run_1/m3.png
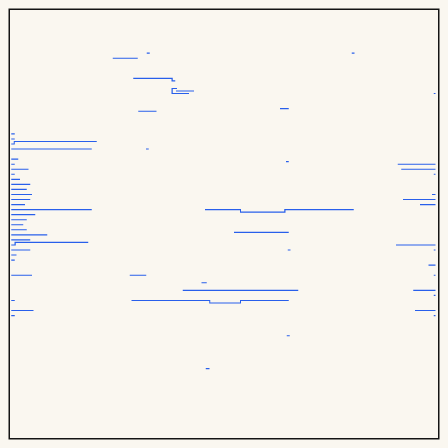
run_1/layers.png
Two of the layers only.
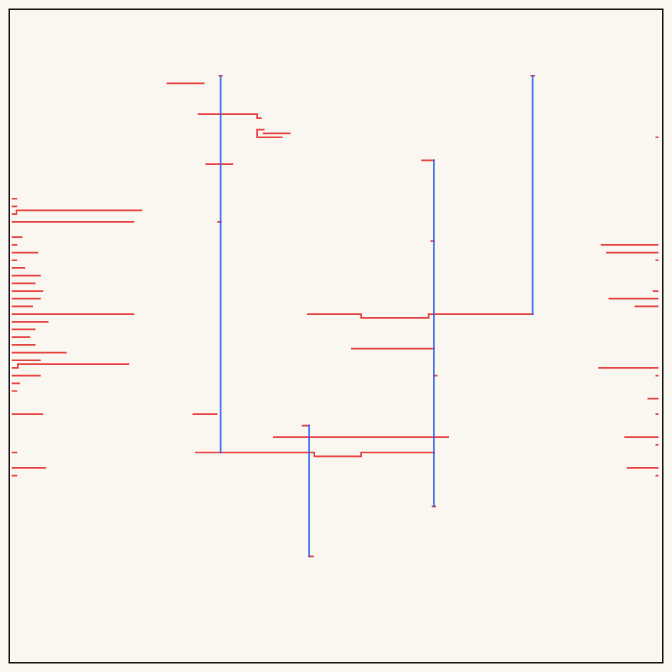
run_1/congestion_map.png
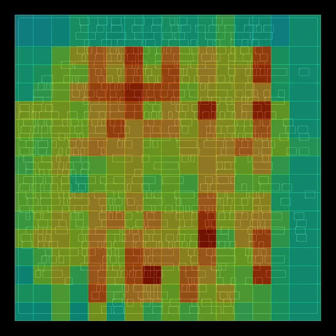
run_1/ff_map.png
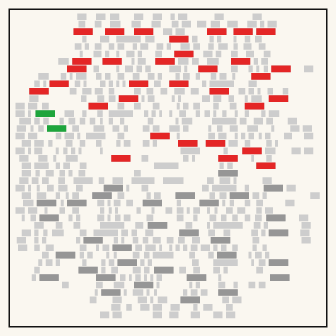
--- config.mk ---
export PLATFORM = sky130hd
export DESIGN_NAME = pipeline_ctrl_flat
export DESIGN_NICKNAME = d
export VERILOG_FILES = /design/src/rtl/cpu_types_pkg.sv /design/src/rtl/pipeline_ctrl_if.sv /design/src/rtl/sat_counter.sv /design/src/rtl/pipeline_ctrl.sv /design/src/flat_wrapper.sv
export SDC_FILE = /design/constraint.sdc
export NUM_CORES = 1
export LEC_CHECK = 0
export ABC_AREA = 0
export CELL_PAD_IN_SITES_DETAIL_PLACEMENT = 1
export CELL_PAD_IN_SITES_GLOBAL_PLACEMENT = 2
export CORE_UTILIZATION = 29
export CTS_BUF_LIST = sky130_fd_sc_hd__clkbuf_16
export CTS_CLUSTER_SIZE = 10
export DETAILED_ROUTE_END_ITERATION = 8
export PLACE_DENSITY = 0.88
export SYNTH_ARGS = -nofsm -noshare
export SYNTH_HDL_FRONTEND = slang
export SYNTH_SLANG_ARGS = --single-unit
--- constraint.sdc ---
create_clock -name CLK -period 2.2 [get_ports CLK]
set_input_delay 0.22 -clock CLK [delete_from_list [all_inputs] [get_ports CLK]]
set_output_delay 0.22 -clock CLK [all_outputs]
set_load 0.01 [all_outputs]
--- src/rtl/cpu_types_pkg.sv ---
// Shared types for the pipeline controller.
//   pipe_state_t : controller FSM states (RUN, MEMWAIT, HALT)
//   pipe_ctrl_t  : bundle of the five latch enables plus the two flush requests
//   run_rules()  : enable/flush pattern for a cycle not frozen by halt or a memory miss
package cpu_types_pkg;

    localparam int unsigned CNT_WIDTH = 32;

    typedef enum logic [1:0] {
        RUN     = 2'd0,
        MEMWAIT = 2'd1,
        HALT    = 2'd2
    } pipe_state_t;

    typedef struct packed {
        logic pc_en;
        logic ifid_en;
        logic idex_en;
        logic exmem_en;
        logic memwb_en;
        logic ifid_flush;
        logic idex_flush;
    } pipe_ctrl_t;

    // Everything frozen, no bubbles.
    localparam pipe_ctrl_t CTRL_FREEZE = pipe_ctrl_t'(7'b0000000);
    // Held in reset: latches closed, both bubbles requested.
    localparam pipe_ctrl_t CTRL_RESET  = pipe_ctrl_t'(7'b0000011);
    // Normal flow.
    localparam pipe_ctrl_t CTRL_NORMAL = pipe_ctrl_t'(7'b1111100);

    // Priority: hazard > branch/jump > fetch miss > normal.
    function automatic pipe_ctrl_t run_rules(input logic hazard, input logic branch,
                                             input logic jump, input logic ihit);
        pipe_ctrl_t c;
        c = CTRL_NORMAL;
        if (hazard) begin
            // Hold PC and IF/ID, push a bubble into ID/EX; a branch in ID is re-evaluated later.
            c.pc_en      = 1'b0;
            c.ifid_en    = 1'b0;
            c.idex_flush = 1'b1;
        end else if (branch || jump) begin
            // PC loads the target even while the fetch is still pending.
            c.ifid_flush = 1'b1;
        end else if (!ihit) begin
            c.pc_en      = 1'b0;
            c.ifid_flush = 1'b1;
        end
        return c;
    endfunction

endpackage

--- src/rtl/pipeline_ctrl_if.sv ---
// Handshake bundle between the pipeline controller and its environment.
//   inputs to ctrl : hazard, branch, jump, ihit, dhit, dmemREN, dmemWEN, halt
//   outputs of ctrl: pc_en, ifid_en, idex_en, exmem_en, memwb_en, ifid_flush, idex_flush,
//                    halted, stall_cnt, flush_cnt, state (observability of the FSM)
interface pipeline_ctrl_if;
    import cpu_types_pkg::*;

    logic                 hazard;
    logic                 branch;
    logic                 jump;
    logic                 ihit;
    logic                 dhit;
    logic                 dmemREN;
    logic                 dmemWEN;
    logic                 halt;

    logic                 pc_en;
    logic                 ifid_en;
    logic                 idex_en;
    logic                 exmem_en;
    logic                 memwb_en;
    logic                 ifid_flush;
    logic                 idex_flush;
    logic                 halted;
    logic [CNT_WIDTH-1:0] stall_cnt;
    logic [CNT_WIDTH-1:0] flush_cnt;
    pipe_state_t          state;

    modport ctrl (
        input  hazard, branch, jump, ihit, dhit, dmemREN, dmemWEN, halt,
        output pc_en, ifid_en, idex_en, exmem_en, memwb_en, ifid_flush, idex_flush,
        output halted, stall_cnt, flush_cnt, state
    );

    modport tb (
        output hazard, branch, jump, ihit, dhit, dmemREN, dmemWEN, halt,
        input  pc_en, ifid_en, idex_en, exmem_en, memwb_en, ifid_flush, idex_flush,
        input  halted, stall_cnt, flush_cnt, state
    );

endinterface

--- src/rtl/sat_counter.sv ---
// Saturating up-counter with synchronous clear.
//   i_clk   : clock
//   i_clear : synchronous clear, wins over i_inc
//   i_inc   : increment request; ignored once the count is all-ones
//   o_count : current count
module sat_counter #(
    parameter int unsigned WIDTH = 32
) (
    input  logic             i_clk,
    input  logic             i_clear,
    input  logic             i_inc,
    output logic [WIDTH-1:0] o_count
);

    logic [WIDTH-1:0] r_count;

    always_ff @(posedge i_clk) begin
        if (i_clear) begin
            r_count <= '0;
        end else if (i_inc && (r_count != '1)) begin
            r_count <= r_count + WIDTH'(1);
        end
    end

    assign o_count = r_count;

endmodule

--- src/rtl/pipeline_ctrl.sv ---
// Pipeline stall/flush controller for a 5-stage pipeline.
//   CLK, RST : clock and synchronous active-high reset
//   bus      : pipeline_ctrl_if.ctrl -- hazard/branch/jump/ihit/dhit/dmem*/halt in,
//              latch enables, flushes, halted, stall/flush counters and FSM state out
// Outputs are combinational from the registered state and this cycle's inputs.
module pipeline_ctrl
    import cpu_types_pkg::*;
(
    input logic           CLK,
    input logic           RST,
    pipeline_ctrl_if.ctrl bus
);

    pipe_state_t r_state;
    pipe_state_t w_state_d;
    pipe_ctrl_t  w_ctrl;
    logic        w_miss;
    logic        w_stall_inc;
    logic        w_flush_inc;

    assign w_miss = (bus.dmemREN || bus.dmemWEN) && !bus.dhit;

    always_comb begin
        w_ctrl    = CTRL_FREEZE;
        w_state_d = r_state;
        if (RST) begin
            w_ctrl    = CTRL_RESET;
            w_state_d = RUN;
        end else begin
            unique case (r_state)
                RUN, MEMWAIT: begin
                    // In MEMWAIT the miss term collapses to !dhit, so both states share one path.
                    if (r_state == MEMWAIT && !bus.dhit) begin
                        w_state_d = MEMWAIT;
                    end else if (bus.halt) begin
                        w_state_d = HALT;
                    end else if (w_miss) begin
                        w_state_d = MEMWAIT;
                    end else begin
                        w_ctrl    = run_rules(bus.hazard, bus.branch, bus.jump, bus.ihit);
                        w_state_d = RUN;
                    end
                end
                HALT: w_state_d = HALT;
                default: w_state_d = RUN;
            endcase
        end
    end

    always_ff @(posedge CLK) begin
        if (RST) begin
            r_state <= RUN;
        end else begin
            r_state <= w_state_d;
        end
    end

    assign bus.pc_en      = w_ctrl.pc_en;
    assign bus.ifid_en    = w_ctrl.ifid_en;
    assign bus.idex_en    = w_ctrl.idex_en;
    assign bus.exmem_en   = w_ctrl.exmem_en;
    assign bus.memwb_en   = w_ctrl.memwb_en;
    assign bus.ifid_flush = w_ctrl.ifid_flush;
    assign bus.idex_flush = w_ctrl.idex_flush;
    assign bus.halted     = (r_state == HALT) && !RST;
    assign bus.state      = r_state;

    // Counters freeze in HALT; RST clears and takes precedence over counting.
    assign w_stall_inc = !w_ctrl.pc_en && (r_state != HALT);
    assign w_flush_inc = (w_ctrl.ifid_flush || w_ctrl.idex_flush) && (r_state != HALT);

    sat_counter #(
        .WIDTH(CNT_WIDTH)
    ) u_stall_cnt (
        .i_clk  (CLK),
        .i_clear(RST),
        .i_inc  (w_stall_inc),
        .o_count(bus.stall_cnt)
    );

    sat_counter #(
        .WIDTH(CNT_WIDTH)
    ) u_flush_cnt (
        .i_clk  (CLK),
        .i_clear(RST),
        .i_inc  (w_flush_inc),
        .o_count(bus.flush_cnt)
    );

endmodule

--- src/flat_wrapper.sv ---
// flat-port wrapper written by rule: the top's interface ports become plain ports
module pipeline_ctrl_flat import cpu_types_pkg::*;
  (CLK, RST, bus_hazard, bus_branch, bus_jump, bus_ihit, bus_dhit, bus_dmemREN, bus_dmemWEN, bus_halt, bus_pc_en, bus_ifid_en, bus_idex_en, bus_exmem_en, bus_memwb_en, bus_ifid_flush, bus_idex_flush, bus_halted, bus_stall_cnt, bus_flush_cnt, bus_state);
  pipeline_ctrl_if bus_i ();
  input logic CLK;
  input logic RST;
  input wire logic [$bits(bus_i.hazard)-1:0] bus_hazard;
  input wire logic [$bits(bus_i.branch)-1:0] bus_branch;
  input wire logic [$bits(bus_i.jump)-1:0] bus_jump;
  input wire logic [$bits(bus_i.ihit)-1:0] bus_ihit;
  input wire logic [$bits(bus_i.dhit)-1:0] bus_dhit;
  input wire logic [$bits(bus_i.dmemREN)-1:0] bus_dmemREN;
  input wire logic [$bits(bus_i.dmemWEN)-1:0] bus_dmemWEN;
  input wire logic [$bits(bus_i.halt)-1:0] bus_halt;
  output wire logic [$bits(bus_i.pc_en)-1:0] bus_pc_en;
  output wire logic [$bits(bus_i.ifid_en)-1:0] bus_ifid_en;
  output wire logic [$bits(bus_i.idex_en)-1:0] bus_idex_en;
  output wire logic [$bits(bus_i.exmem_en)-1:0] bus_exmem_en;
  output wire logic [$bits(bus_i.memwb_en)-1:0] bus_memwb_en;
  output wire logic [$bits(bus_i.ifid_flush)-1:0] bus_ifid_flush;
  output wire logic [$bits(bus_i.idex_flush)-1:0] bus_idex_flush;
  output wire logic [$bits(bus_i.halted)-1:0] bus_halted;
  output wire logic [$bits(bus_i.stall_cnt)-1:0] bus_stall_cnt;
  output wire logic [$bits(bus_i.flush_cnt)-1:0] bus_flush_cnt;
  output wire logic [$bits(bus_i.state)-1:0] bus_state;
  assign bus_i.hazard = bus_hazard;
  assign bus_i.branch = bus_branch;
  assign bus_i.jump = bus_jump;
  assign bus_i.ihit = bus_ihit;
  assign bus_i.dhit = bus_dhit;
  assign bus_i.dmemREN = bus_dmemREN;
  assign bus_i.dmemWEN = bus_dmemWEN;
  assign bus_i.halt = bus_halt;
  assign bus_pc_en = bus_i.pc_en;
  assign bus_ifid_en = bus_i.ifid_en;
  assign bus_idex_en = bus_i.idex_en;
  assign bus_exmem_en = bus_i.exmem_en;
  assign bus_memwb_en = bus_i.memwb_en;
  assign bus_ifid_flush = bus_i.ifid_flush;
  assign bus_idex_flush = bus_i.idex_flush;
  assign bus_halted = bus_i.halted;
  assign bus_stall_cnt = bus_i.stall_cnt;
  assign bus_flush_cnt = bus_i.flush_cnt;
  assign bus_state = bus_i.state;
  pipeline_ctrl u_core (.CLK(CLK), .RST(RST), .bus(bus_i));
endmodule
==> run summary, run 1 <==
Synth top cell by count - dfxtp_1
clock share of power - 48.6%
sw frac - 24.0%
flop count - 66
met2 wire length - 6020 um
required time of the critical path - 1980 ps
CTS tree - built
flip-flops with a built-in enable - 0
met3 usage - 2.74%
met1 Usage GRT - 23.3%
setup TNS - 0 ps
Slew Viols, Final - 0
Die W - 115 um
Worst EP arrival - 1870 ps
vias per inst - 5.46
nets - 572
Finished Cell Area - 5310 um^2
RSZ-0062 raised after global routing - no
Top Consumer - the clock network
reg2reg path depth - 5
XORs/XNORs by Area - 0%
dominant logic cell type in the layout - clkdlybuf4s50_1
cells in synth_stat.txt - 451
Gate Area - 2220 um^2
vias in the first global route - 4,159
layout cells sized above 1 - 15.6%
R2R setup slack - 150 ps
Fmax achieved - 479 MHz
critical path class - register to primary output
Die ar. - 13,300 um^2
Synth flops - 66
worst r2r dst - u_core.u_flush_cnt.o_count[16]
Final Wtd Congestion - 0.758
NonClk Buf Share - 23.1%
Latency at later pin - 330 ps
inverters - 12
hold path startpoint - RST
P_clk - 1.39 mW
Reg2Reg Launch Point - u_core.u_flush_cnt.o_count[7]
Root Driver - clkbuf_16
cells along the critical path - nor3_2, o2111ai_2, buf_4, nor2_1, clkdlybuf4s50_1
CP bufs+invs - 2
area grow syn2layout - 42.6%
Place WS - -185 ps
DRC violations left - 0
CTS sink cnt - 66
Crit Path Max Fanout - 5
share of flip-flops with an asynchronous set or reset - 0%
PnR worst setup slack - 111 ps
Setup Fix Bufs, Post-CTS - 0
post-cts sizing count - 4
P_leak - 1.81 nW
#MultiIn Comb - 340
Synth Warn # - 0
critical path depth - 5
combinational share of cell area - 41.9%
Dominant Register Cell - dfxtp_1
Yosys top cell by area - dfxtp_1
commonest cells in the netlist - 66 x dfxtp_1, 38 x a21oi_1, 37 x nor2_1, 32 x or4_1, 31 x o31ai_1
fin cells - 737
CTS H-tree depth - 3
Top logic family - simple AND/OR/NAND/NOR gates
hold slack - 411 ps
die height - 115 um
VDD IR max - 0.000239 V
drt first-iter violations - 149
# IOs - 84
nature of the critical path startpoint - register
Hold EP - u_core.u_stall_cnt.o_count[8]
CP Launch Point - u_core.bus.state[0]
via count - 4,022
post-synthesis cell count - 451
YS chip area - 3720 um^2
WL met1 - 5530 um
fin crit period - 2090 ps
DP Wirelength - 8680 um
status - complete, no violations
Post-synth area hogs - dfxtp_1 35%, or4_1 6.4%, o31ai_1 6.2%
n_taps - 172
Pint - 2.17 mW
Crit. End Element - primary output
GR Overflow Total - 0
Least-Margin Pin Slew - 659 ps
DRT Wirelength - 12,100 um
largest net degree at the start of global routing - 64
Adder Area Share - 0.672%
area of the mapped netlist - 3720 um^2
Clock Pin Slew Worst Setup and Hold Paths - 60 ps
most instantiated logic cells after routing - 79 x clkdlybuf4s50_1, 66 x dfxtp_1, 45 x buf_4
antenna violations before repair - 0
CTS Buf Count - 9
Wirelength per Cell - 16.5 um
Inst Count DP - 718
Slew headroom - 56.1%
tool warnings - 26
Fillers - 1,474
Critical Path End - bus_pc_en
row cnt - 41
Seq pwr share - 42.8%
cell depth of the worst min-delay path - 3
n_diodes - 0
hold buffer count at cts - 0
DR top layer - met4
cycle use final - 95.0%
Hold/Removal Path Class - input port to register
Top class by area - multi-input combinational cells
Avg Synthesized Cell Area - 8.26 um^2
Synth Seq Share - 35.5%
Comb pwr share - 8.5%
post-route ant nets - 0
first-pass GRT wire length - 20,000 um
IO Port Bufs - 83
Mux area share - 5.74%
Top delay family on crit path - buffers and inverters
aoi share - 18.3%
core region area - 12,600 um^2
Max-Cap Viols - 0
AND/OR/NAND/NOR Cells, Area Fraction - 34.5%
Final setup viols - 0
slowest CP cell - clkdlybuf4s50_1
-- m3.png (at the start) --
longest straight run: 30.8 um
nets with wire on the layer: 54
main direction: horizontal
wire length on this layer: 401 um
share of all routed wire: 3.3%

-- layers.png (at the start) --
legend:
  blue:
    layer: M4
    wire_length: 193 um
  red:
    layer: M3
    wire_length: 401 um

-- congestion_map.png (at the start) --
All-Layer GR Usage: 18.9%
most used routing layer: met2
Finished Core Util: 42.3%

-- ff_map.png (at the start) --
legend:
  green:
    netlist_name: u_core.bus.state
    flops: 2
  red:
    netlist_name: u_core.u_flush_cnt.o_count
    flops: 32
not colored: 32
P_seq: 1.22 mW
Storage cell area: 1320 um^2
fraction of area in registers: 24.9%

==> inputs of run 2 (changes only) <==
Settings changed: CAP_MARGIN set to 20, CTS_BUF_LIST sky130_fd_sc_hd__clkbuf_16 to not set, CTS_CLUSTER_SIZE 10 to not set.
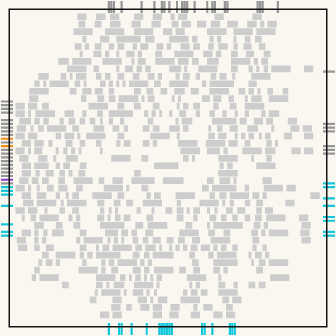
run_2/pinout.png
Pins as bars across the die edge, other pins in gray.
legend:
  cyan:
    port: bus_stall_cnt
    pins: 32
    direction: output
    edge: 17 south, 8 east, 7 west
  purple:
    port: bus_pc_en
    pins: 1
    direction: output
    edge: west
  orange:
    port: bus_state
    pins: 2
    direction: output
    edge: west
all pins by edge: 29 west, 23 north, 17 south, 15 east
IO Port Bufs: 83
Die W: 115 um
die height: 115 um

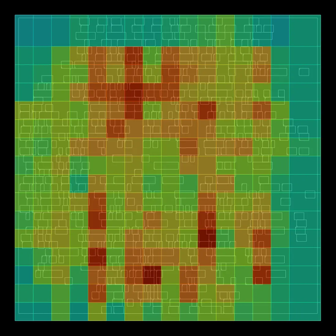
run_2/congestion_map.png
Wirelength per Cell: 16.5 um
All-Layer GR Usage: 18.8%

==> run 2 against run 1 <==
  * Power grew 2.9%
  * Global-route usage hardly changed
  * Clock skew decreased by 1.3 ps
  * Routed wire length barely moved
  * Combinational power about the same
  * Sequential cell count unchanged
  * Non-clock buffer count unchanged
  * Via count is 0.15% higher
  * Clock power rose by 6%
  * Hold slack got worse by 1.1 ps
  * Critical endpoint unchanged
==> run summary, run 2 <==
Least-Margin Pin Slew - 673 ps
clock share of power - 50.1%
Inst Count DP - 718
combinational share of cell area - 41.7%
inverters - 12
most instantiated logic cells after routing - 79 x clkdlybuf4s50_1, 66 x dfxtp_1, 45 x buf_4
Setup Fix Bufs, Post-CTS - 0
most used routing layer - met2
fraction of area in registers - 24.8%
n_diodes - 0
Mux area share - 5.74%
cells in synth_stat.txt - 451
Latency at later pin - 330 ps
DR top layer - met4
CP bufs+invs - 2
hold buffer count at cts - 0
flop count - 66
Layout clock buffers - 14
XORs/XNORs by Area - 0%
antenna violations before repair - 0
Finished Core Util - 42.4%
flip-flops with a built-in enable - 0
Clock Pin Slew Worst Setup and Hold Paths - 60 ps
Pint - 2.25 mW
Top class by area - multi-input combinational cells
met3 usage - 2.74%
post-route ant nets - 0
fin crit period - 2090 ps
met2 wire length - 6000 um
R2R setup slack - 160 ps
commonest cells in the netlist - 66 x dfxtp_1, 38 x a21oi_1, 37 x nor2_1, 32 x or4_1, 31 x o31ai_1
aoi share - 18.3%
AND/OR/NAND/NOR Cells, Area Fraction - 34.5%
Adder Area Share - 0.672%
Synth top cell by count - dfxtp_1
NonClk Buf Share - 23.0%
Seq pwr share - 41.6%
met1 Usage GRT - 23.3%
Slew Viols, Final - 0
CP Launch Point - u_core.bus.state[0]
DP Wirelength - 8680 um
hold path startpoint - RST
n_taps - 172
cell depth of the worst min-delay path - 3
P_leak - 1.81 nW
cycle use final - 94.9%
Place WS - -185 ps
Hold/Removal Path Class - input port to register
Final Wtd Congestion - 0.758
#MultiIn Comb - 340
vias in the first global route - 4,143
nature of the critical path startpoint - register
Synth Warn # - 0
Max-area cell share - 35.5%
Worst EP arrival - 1870 ps
Die ar. - 13,300 um^2
Critical Path End - bus_pc_en
Crit. End Element - primary output
Comb pwr share - 8.3%
Dominant Register Cell - dfxtp_1
Top delay family on crit path - buffers and inverters
Synth Seq Share - 35.5%
Slew headroom - 55.1%
YS chip area - 3720 um^2
required time of the critical path - 1980 ps
reg2reg path depth - 5
area grow syn2layout - 43.1%
critical path depth - 5
Reg2Reg Launch Point - u_core.u_flush_cnt.o_count[7]
CTS Buf Count - 9
syn nets - 463
PnR worst setup slack - 112 ps
slowest CP cell - clkdlybuf4s50_1
via count - 4,028
CTS tree - built
fin cells - 737
Post-synth area hogs - dfxtp_1 35%, or4_1 6.4%, o31ai_1 6.2%
dominant logic cell type in the layout - clkdlybuf4s50_1
sw frac - 23.2%
area of the mapped netlist - 3720 um^2
Root Driver - clkbuf_16
RSZ-0062 raised after global routing - no
Top Consumer - the clock network
post-synthesis cell count - 451
core region area - 12,600 um^2
setup TNS - 0 ps
Yosys top cell by area - dfxtp_1
layout cells sized above 1 - 15.9%
CTS sink cnt - 66
row cnt - 41
GR Overflow Total - 0
CTS H-tree depth - 3
Fillers - 1,478
largest net degree at the start of global routing - 64
# IOs - 84
Gate Area - 2220 um^2
first-pass GRT wire length - 19,900 um
Max-Cap Viols - 0
Final setup viols - 0
Hold EP - u_core.u_stall_cnt.o_count[8]
Fmax achieved - 479 MHz
cells along the critical path - nor3_2, o2111ai_2, buf_4, nor2_1, clkdlybuf4s50_1
hold slack - 410 ps
worst r2r dst - u_core.u_flush_cnt.o_count[16]
Top logic family - simple AND/OR/NAND/NOR gates
Storage cell area - 1320 um^2
WL met1 - 5510 um
P_clk - 1.47 mW
Finished Cell Area - 5330 um^2
share of flip-flops with an asynchronous set or reset - 0%
Avg Synthesized Cell Area - 8.26 um^2
critical path class - register to primary output
Synth flops - 66
VDD IR max - 0.000239 V
Crit Path Max Fanout - 5
DRC violations left - 0
post-cts sizing count - 4
nets - 572
tool warnings - 26
status - complete, no violations
drt first-iter violations - 179
==> inputs of run 3 (changes only) <==
Settings changed: SKIP_CTS_REPAIR_TIMING set to 1.
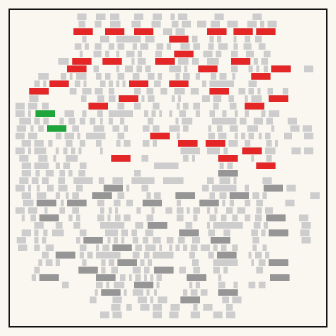
run_3/ff_map.png
legend:
  red:
    netlist_name: u_core.u_flush_cnt.o_count
    flops: 32
  green:
    netlist_name: u_core.bus.state
    flops: 2

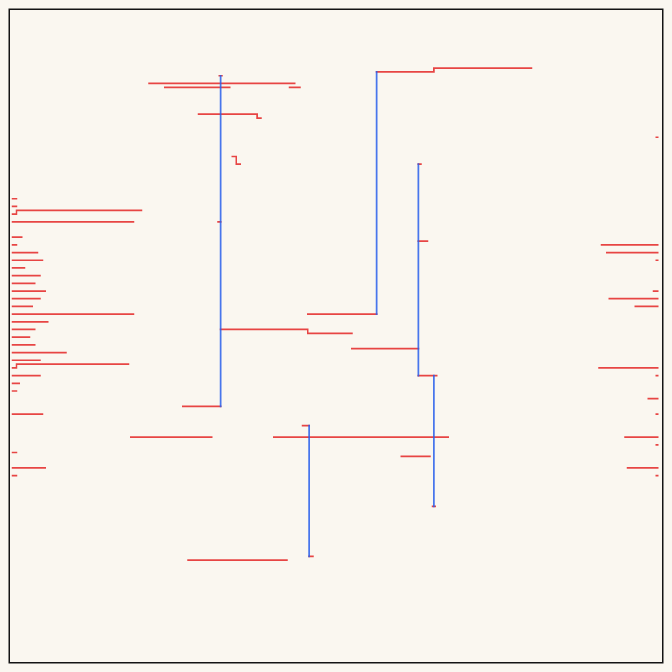
run_3/layers.png
Two of the layers only.
legend:
  blue:
    layer: M4
    wire_length: 185 um
  red:
    layer: M3
    wire_length: 443 um

==> run 3 against run 2 <==
  * Combinational power barely moved
  * Final cell count did not move
  * First-iteration DRC count fell by 11%
  * Global-route usage did not move
  * Clock skew barely moved
  * Hold slack improved by 0.70 ps
  * Power barely moved
  * Synthesized cell count did not move
  * Register-to-register slack barely moved
  * Critical path depth did not move
  * Sequential share of layout area barely moved
  * Sequential cell count did not move
==> run summary, run 3 <==
Top Consumer - the clock network
hold path startpoint - RST
# IOs - 84
Reg2Reg Launch Point - u_core.u_flush_cnt.o_count[7]
Critical Path End - bus_pc_en
Inst Count DP - 718
Crit. End Element - primary output
required time of the critical path - 1980 ps
Top delay family on crit path - buffers and inverters
Slew Viols, Final - 0
Final setup viols - 0
met3 usage - 2.74%
Synth flops - 66
drt first-iter violations - 160
Root Driver - clkbuf_16
nature of the critical path startpoint - register
n_taps - 172
syn nets - 463
P_sw - 0.680 mW
DRT Wirelength - 12,100 um
Comb pwr share - 8.3%
Pint - 2.25 mW
CP bufs+invs - 2
XORs/XNORs by Area - 0%
fraction of area in registers - 24.8%
Finished Cell Area - 5340 um^2
area grow syn2layout - 43.2%
CTS Buf Count - 9
fin crit period - 2090 ps
met1 Usage GRT - 23.3%
slowest CP cell - clkdlybuf4s50_1
commonest cells in the netlist - 66 x dfxtp_1, 38 x a21oi_1, 37 x nor2_1, 32 x or4_1, 31 x o31ai_1
inverters - 12
flop count - 66
Latency at later pin - 330 ps
GR Overflow Total - 0
clk_skew - 3.55 ps
Slew headroom - 55.4%
Synth Seq Share - 35.5%
aoi share - 18.3%
Post-DP Area - 4990 um^2
most instantiated logic cells after routing - 79 x clkdlybuf4s50_1, 66 x dfxtp_1, 45 x buf_4
via count - 4,022
Place WS - -185 ps
Core Density at Floorplan - 29.6%
#MultiIn Comb - 340
Layout clock buffers - 14
row cnt - 41
CTS H-tree depth - 3
status - complete, no violations
Clock Pin Slew Worst Setup and Hold Paths - 60 ps
Fmax achieved - 479 MHz
WL met1 - 5500 um
VDD IR max - 0.000239 V
Storage cell area - 1320 um^2
Cell variety after synth - 49
CTS sink cnt - 66
final hold vios - 0
clk buf depth - 2
Synth Warn # - 0
Worst EP arrival - 1870 ps
reg2reg path depth - 5
Seq pwr share - 41.6%
clock share of power - 50.0%
RSZ-0062 raised after global routing - no
cycle use final - 94.9%
hold slack - 411 ps
Yosys top cell by area - dfxtp_1
DP Wirelength - 8680 um
cells along the critical path - nor3_2, o2111ai_2, buf_4, nor2_1, clkdlybuf4s50_1
layout cells sized above 1 - 15.9%
Top logic family - simple AND/OR/NAND/NOR gates
P_seq - 1.22 mW
Gate Area - 2220 um^2
core region area - 12,600 um^2
Max-Cap Viols - 0
post-route ant nets - 0
largest net degree at the start of global routing - 64
Hold EP - u_core.u_stall_cnt.o_count[8]
die height - 115 um
Top class by area - multi-input combinational cells
first-pass GRT wire length - 19,900 um
critical path depth - 5
area of the mapped netlist - 3720 um^2
critical path class - register to primary output
cell depth of the worst min-delay path - 3
setup TNS - 0 ps
Finished Core Util - 42.4%
Final Wtd Congestion - 0.758
vias per inst - 5.46
DRT Pass-1 Iters - 4
CTS tree - built
AND/OR/NAND/NOR Cells, Area Fraction - 34.5%
P_clk - 1.47 mW
met2 wire length - 6020 um
Mux area share - 5.74%
slowest stage delay, CP - 540 ps
post-synthesis cell count - 451
Avg Synthesized Cell Area - 8.26 um^2
CP Launch Point - u_core.bus.state[0]
most used routing layer - met2
Wirelength per Cell - 16.5 um
cells in synth_stat.txt - 451
Adder Area Share - 0.672%
worst r2r dst - u_core.u_flush_cnt.o_count[16]
dominant logic cell type in the layout - clkdlybuf4s50_1
DRC violations left - 0
GR Util met2 - 32.6%
PnR worst setup slack - 113 ps
IO Port Bufs - 83
n_diodes - 0
DR top layer - met4
vias in the first global route - 4,144
Dominant Register Cell - dfxtp_1
sw frac - 23.2%
tool warnings - 26
Hold/Removal Path Class - input port to register
Least-Margin Pin Slew - 669 ps
YS chip area - 3720 um^2
Synth top cell by count - dfxtp_1
combinational share of cell area - 41.7%
Power Density - 550 nW/um^2
Die W - 115 um
Max-area cell share - 35.5%
antenna violations before repair - 0
flip-flops with a built-in enable - 0
Fillers - 1,476
fin cells - 737
Crit Path Max Fanout - 5
NonClk Buf Share - 23.1%
All-Layer GR Usage - 18.8%
Post-synth area hogs - dfxtp_1 35%, or4_1 6.4%, o31ai_1 6.2%
R2R setup slack - 160 ps
Die ar. - 13,300 um^2
nets - 572
P_leak - 1.82 nW
share of flip-flops with an asynchronous set or reset - 0%
No activity file was given, so power comes from the tool's default toggle rates.
